## src/rtl/fetch_stage.sv

```systemverilog
// Purpose: instruction fetch stage with a PC register, IMEM request handshake and IF/ID register.
// Latency: a completed fetch reaches IF/ID one cycle later; a redirect is fetched from one cycle later (or one cycle after the drain ends).
// Backpressure: a request stays asserted at a stable address until imemReady__i; a stall parks one completed fetch in a hold buffer and drops the request.
//
// Ports:
//   clock__i, reset_n__i         clock, synchronous active-low reset
//   stall__i                     hazard stall, freezes IF/ID
//   branch__i, equal__i,         taken BEQ when both are high
//   branchTarget__i
//   jump__i, jumpTarget__i       unconditional jump, wins over a branch
//   imemReady__i, imemData__i    instruction memory response
//   imemReq__o, imemAddr__o      instruction memory request
//   instr__o, pcPlus4__o,        IF/ID register
//   valid__o
module fetch_stage #(
    parameter int                WIDTH    = 32,
    parameter logic [WIDTH-1:0]  RESET_PC = '0
) (
    input  logic             clock__i,
    input  logic             reset_n__i,
    input  logic             stall__i,
    input  logic             branch__i,
    input  logic             equal__i,
    input  logic [WIDTH-1:0] branchTarget__i,
    input  logic             jump__i,
    input  logic [WIDTH-1:0] jumpTarget__i,
    input  logic             imemReady__i,
    input  logic [WIDTH-1:0] imemData__i,
    output logic             imemReq__o,
    output logic [WIDTH-1:0] imemAddr__o,
    output logic [WIDTH-1:0] instr__o,
    output logic [WIDTH-1:0] pcPlus4__o,
    output logic             valid__o
);

    typedef enum logic [1:0] {
        FETCH = 2'd0,
        DRAIN = 2'd1,
        HOLD  = 2'd2
    } state_t;

    localparam logic [WIDTH-1:0] FOUR = WIDTH'(4);

    state_t           state, state_nxt;
    logic [WIDTH-1:0] pc, pc_nxt;
    logic [WIDTH-1:0] hold_instr, hold_instr_nxt;
    logic [WIDTH-1:0] hold_pc4, hold_pc4_nxt;
    logic [WIDTH-1:0] drain_tgt, drain_tgt_nxt;
    logic [WIDTH-1:0] instr_nxt, pc4_nxt;
    logic             valid_nxt;

    logic             redirect;
    logic [WIDTH-1:0] redirect_tgt;
    logic [WIDTH-1:0] pc_inc;
    logic             done;

    // Jump wins over a taken branch.
    assign redirect     = jump__i | (branch__i & equal__i);
    assign redirect_tgt = jump__i ? jumpTarget__i : branchTarget__i;
    assign pc_inc       = pc + FOUR;

    // Request is gated by reset so nothing is issued while reset is held.
    assign imemReq__o   = reset_n__i & (state != HOLD);
    assign imemAddr__o  = pc;
    assign done         = imemReq__o & imemReady__i;

    always_comb begin
        state_nxt      = state;
        pc_nxt         = pc;
        hold_instr_nxt = hold_instr;
        hold_pc4_nxt   = hold_pc4;
        drain_tgt_nxt  = drain_tgt;
        instr_nxt      = instr__o;
        pc4_nxt        = pcPlus4__o;
        valid_nxt      = valid__o;

        unique case (state)
            FETCH: begin
                if (done) begin
                    if (redirect) begin
                        pc_nxt    = redirect_tgt;
                        valid_nxt = 1'b0;
                    end else if (stall__i) begin
                        // IF/ID is frozen, so park the word until the stall lifts.
                        hold_instr_nxt = imemData__i;
                        hold_pc4_nxt   = pc_inc;
                        pc_nxt         = pc_inc;
                        state_nxt      = HOLD;
                    end else begin
                        instr_nxt = imemData__i;
                        pc4_nxt   = pc_inc;
                        valid_nxt = 1'b1;
                        pc_nxt    = pc_inc;
                    end
                end else if (redirect) begin
                    // The address must stay stable until the memory answers,
                    // so remember the target and finish the stale fetch first.
                    drain_tgt_nxt = redirect_tgt;
                    valid_nxt     = 1'b0;
                    state_nxt     = DRAIN;
                end else if (!stall__i) begin
                    valid_nxt = 1'b0;
                end
            end

            DRAIN: begin
                valid_nxt = 1'b0;
                if (redirect) begin
                    drain_tgt_nxt = redirect_tgt;
                end
                if (done) begin
                    // A redirect arriving on the completing cycle is the newest one.
                    pc_nxt    = redirect ? redirect_tgt : drain_tgt;
                    state_nxt = FETCH;
                end
            end

            HOLD: begin
                if (redirect) begin
                    pc_nxt    = redirect_tgt;
                    valid_nxt = 1'b0;
                    state_nxt = FETCH;
                end else if (!stall__i) begin
                    instr_nxt = hold_instr;
                    pc4_nxt   = hold_pc4;
                    valid_nxt = 1'b1;
                    state_nxt = FETCH;
                end
            end

            default: begin
                state_nxt = FETCH;
            end
        endcase
    end

    always_ff @(posedge clock__i) begin
        if (!reset_n__i) begin
            state      <= FETCH;
            pc         <= RESET_PC;
            hold_instr <= '0;
            hold_pc4   <= '0;
            drain_tgt  <= '0;
            instr__o   <= '0;
            pcPlus4__o <= '0;
            valid__o   <= 1'b0;
        end else begin
            state      <= state_nxt;
            pc         <= pc_nxt;
            hold_instr <= hold_instr_nxt;
            hold_pc4   <= hold_pc4_nxt;
            drain_tgt  <= drain_tgt_nxt;
            instr__o   <= instr_nxt;
            pcPlus4__o <= pc4_nxt;
            valid__o   <= valid_nxt;
        end
    end

endmodule
```

## config.mk

```make
export PLATFORM = sky130hd
export DESIGN_NAME = fetch_stage
export DESIGN_NICKNAME = d
export VERILOG_FILES = /design/src/rtl/fetch_stage.sv
export SDC_FILE = /design/constraint.sdc
export NUM_CORES = 1
export LEC_CHECK = 0
export CORE_MARGIN = 2
export CORE_UTILIZATION = 54
export CTS_BUF_LIST = sky130_fd_sc_hd__clkbuf_8
export DETAILED_ROUTE_END_ITERATION = 7
export HOLD_SLACK_MARGIN = 0.1
export PLACE_DENSITY_LB_ADDON = 0.12
export SLEW_MARGIN = 20
export SYNTH_ARGS = -nofsm -noshare
export SYNTH_HDL_FRONTEND = slang
export SYNTH_SLANG_ARGS = --single-unit
```

## constraint.sdc

```tcl
create_clock -name clock__i -period 3.95 [get_ports clock__i]
set_input_delay 0.79 -clock clock__i [delete_from_list [all_inputs] [get_ports clock__i]]
set_output_delay 0.79 -clock clock__i [all_outputs]
set_load 0.05 [all_outputs]
```

==> flow_summary.yaml <==
# synthesis and place-and-route metrics
floorplanning:
  floorplan.core_util: 0.548
  die_h_um: 136
  coreArea_mm2: 0.0172
  pin_count: 201
  die_w_um: 136
placed_design:
  dp.cells: 1479
  dpl-instance-area_mm2: 0.0115
  dpl.hpwl_um: 17800
  io_buffer_count: 200
critical_path:
  r2r_end: "drain_tgt[27]$_SDFFE_PN0P_"
  cp-start-kind: "register"
  reg2reg_from: "state[0]$_SDFFE_PN0P_"
  crit_arrival_ns: 2.24
  crit_path_end_kind: "output port"
  r2r_setup_slack_ns: 1.08
  path_max_fanout: 38
  path_cells: "inv_1 -> ha_4 -> nor2_1 -> clkdlybuf4s50_1"
pwr:
  p_seq_mw: 2.29
  p_comb_frac: 0.278
  switching_power_mw: 1.74
  totalPowerFinal_mw: 4.99
  comb-power_mw: 1.39
  p_clk_mw: 1.31
  clkPwrFrac: 0.263
  intPower_mw: 3.26
  swShare: 0.348
sta:
  fin_setup_tns_ns: 0
  setup_violations: 0
  rsz0062_at_grt: "no"
  fin_ws_ns: 0.923
  max_slew_margin: 0.413
  max_freq_ghz: 0.330
  min_period_ns: 3.03
  finalHoldViolations: 0
finish:
  layout-drive-gt1-share: 0.0654
  lay_top_count: "clkdlybuf4s50_1"
  num_antenna_cells: 0
  lay_top_cells: "clkdlybuf4s50_1, dfxtp_1, nor2_1"
  final_core_utilization: 0.693
  final_net_count: 1381
  fillers: 1455
synthesis:
  ys_sh_aoi: 0.229
  top_logic_kind: "AND-OR/OR-AND gates"
  xor_share: 0.0223
  ys_sh_adder: 0.00664
  syn_inst: 1136
  async_flop_share: 0
  avgSynthCellArea_um2: 8.29
  yosys.area.top_type: "dfxtp_1"
  top_cell: "dfxtp_1"
  synth_cell_type_count: 71
  synth-seq-area-share: 0.415
  edf_count: 0
  synth_area_mm2: 0.00942
  ff_type: "dfxtp_1"
  synthesis.nets: 1244
  ys_cells: 1136
  yosysTopAreaCellShare: 0.415
  yosys.area_share.simple: 0.193
  ys_top_cells_by_count: "dfxtp_1, nor2_1, nand2_1"
clocking:
  cts_buffers: 17
  clock_path_buffers: 2
  ctsHoldBuffers: 0
  cts_sinks: 195
  clk_pin_slew_ns: 0.10
run:
  warnings: 29
grt:
  grt_use_total: 0.278
  grt_pass1_vias: 7998
  antenna_found_initial: 0
run_status:
  outcome: "finished clean"
min_path:
  min_to: "hold_instr[19]$_SDFFE_PN0P_"
  hold_path_class: "register to register"
detailed_routing:
  wire_per_inst_um: 17.1
  vias_per_cell: 5.90
  drt-initial-drc-count: 888
  wl_um: 25800
  dr.pass1.iters: 6
==> cell type report <==
class                      instances  area (um2)  share of cell area
tap                              225         282              0.0236
inverter                           5        21.3             0.00179
timing repair buffer             222        2180               0.183
sequential                       195        3900               0.328
clock inverter                    11         128              0.0107
multi-input combinational        832        5120               0.430
clock buffer                      20         275              0.0231
==> sequential cells by signal, indices dropped and copies added (netlist names) <==
| name | count |
|---|---|
| drain_tgt | 32 |
| hold_instr | 32 |
| hold_pc4 | 32 |
| imemAddr__o | 32 |
| instr__o | 32 |
| pcPlus4__o | 32 |
| state | 2 |
| valid__o | 1 |
==> per-layer routing <==
metal / global-route usage / routed length, um / vias up
met3: 0.0511 / 2200 / 40
li1: - / - / 4389
met1: 0.410 / 11900 / 4083
met2: 0.411 / 11200 / 402
met5: 0 / 0 / -
met4: 0.0851 / 474 / 0
**Cells by drive strength**

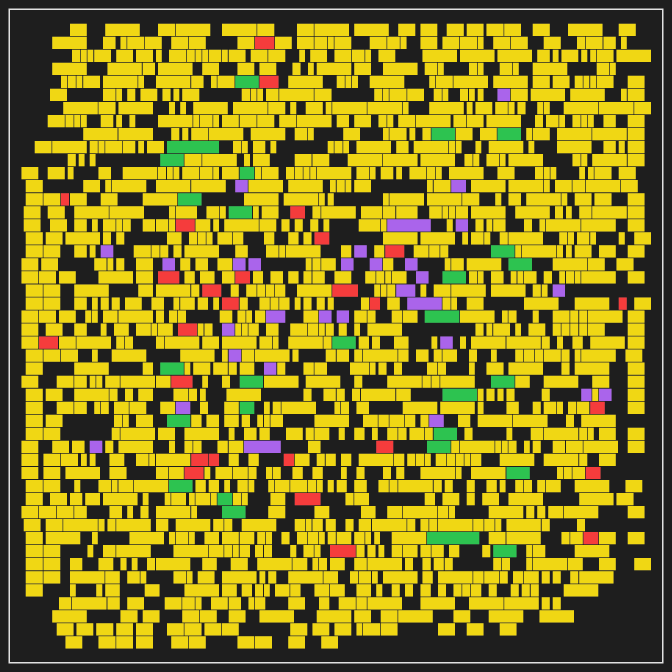
| color | size | cells | most used |
|---|---|---|---|
| purple | _3 and _4 cells | 30 | buf_4 |
| yellow | _0 and _1 cells | 1201 | clkdlybuf4s50_1 |
| green | _6 and larger | 27 | clkbuf_8 |
| red | _2 cells | 27 | mux2_2 |

**Clock network drawn from the DEF**

Scale bar: 50 um.
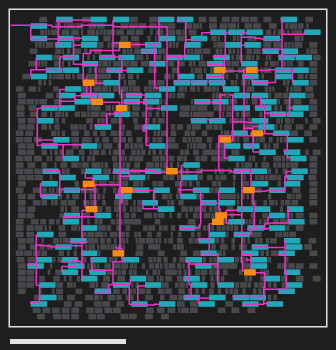
[cyan] flip-flops | count: 195
[orange] clock drivers | count: 17
[magenta] clock wires | length: 2100 um
routed clock nets: 18
flops lie: widely spread

Power figures rest on the tool's default switching activity, not on a simulated workload.
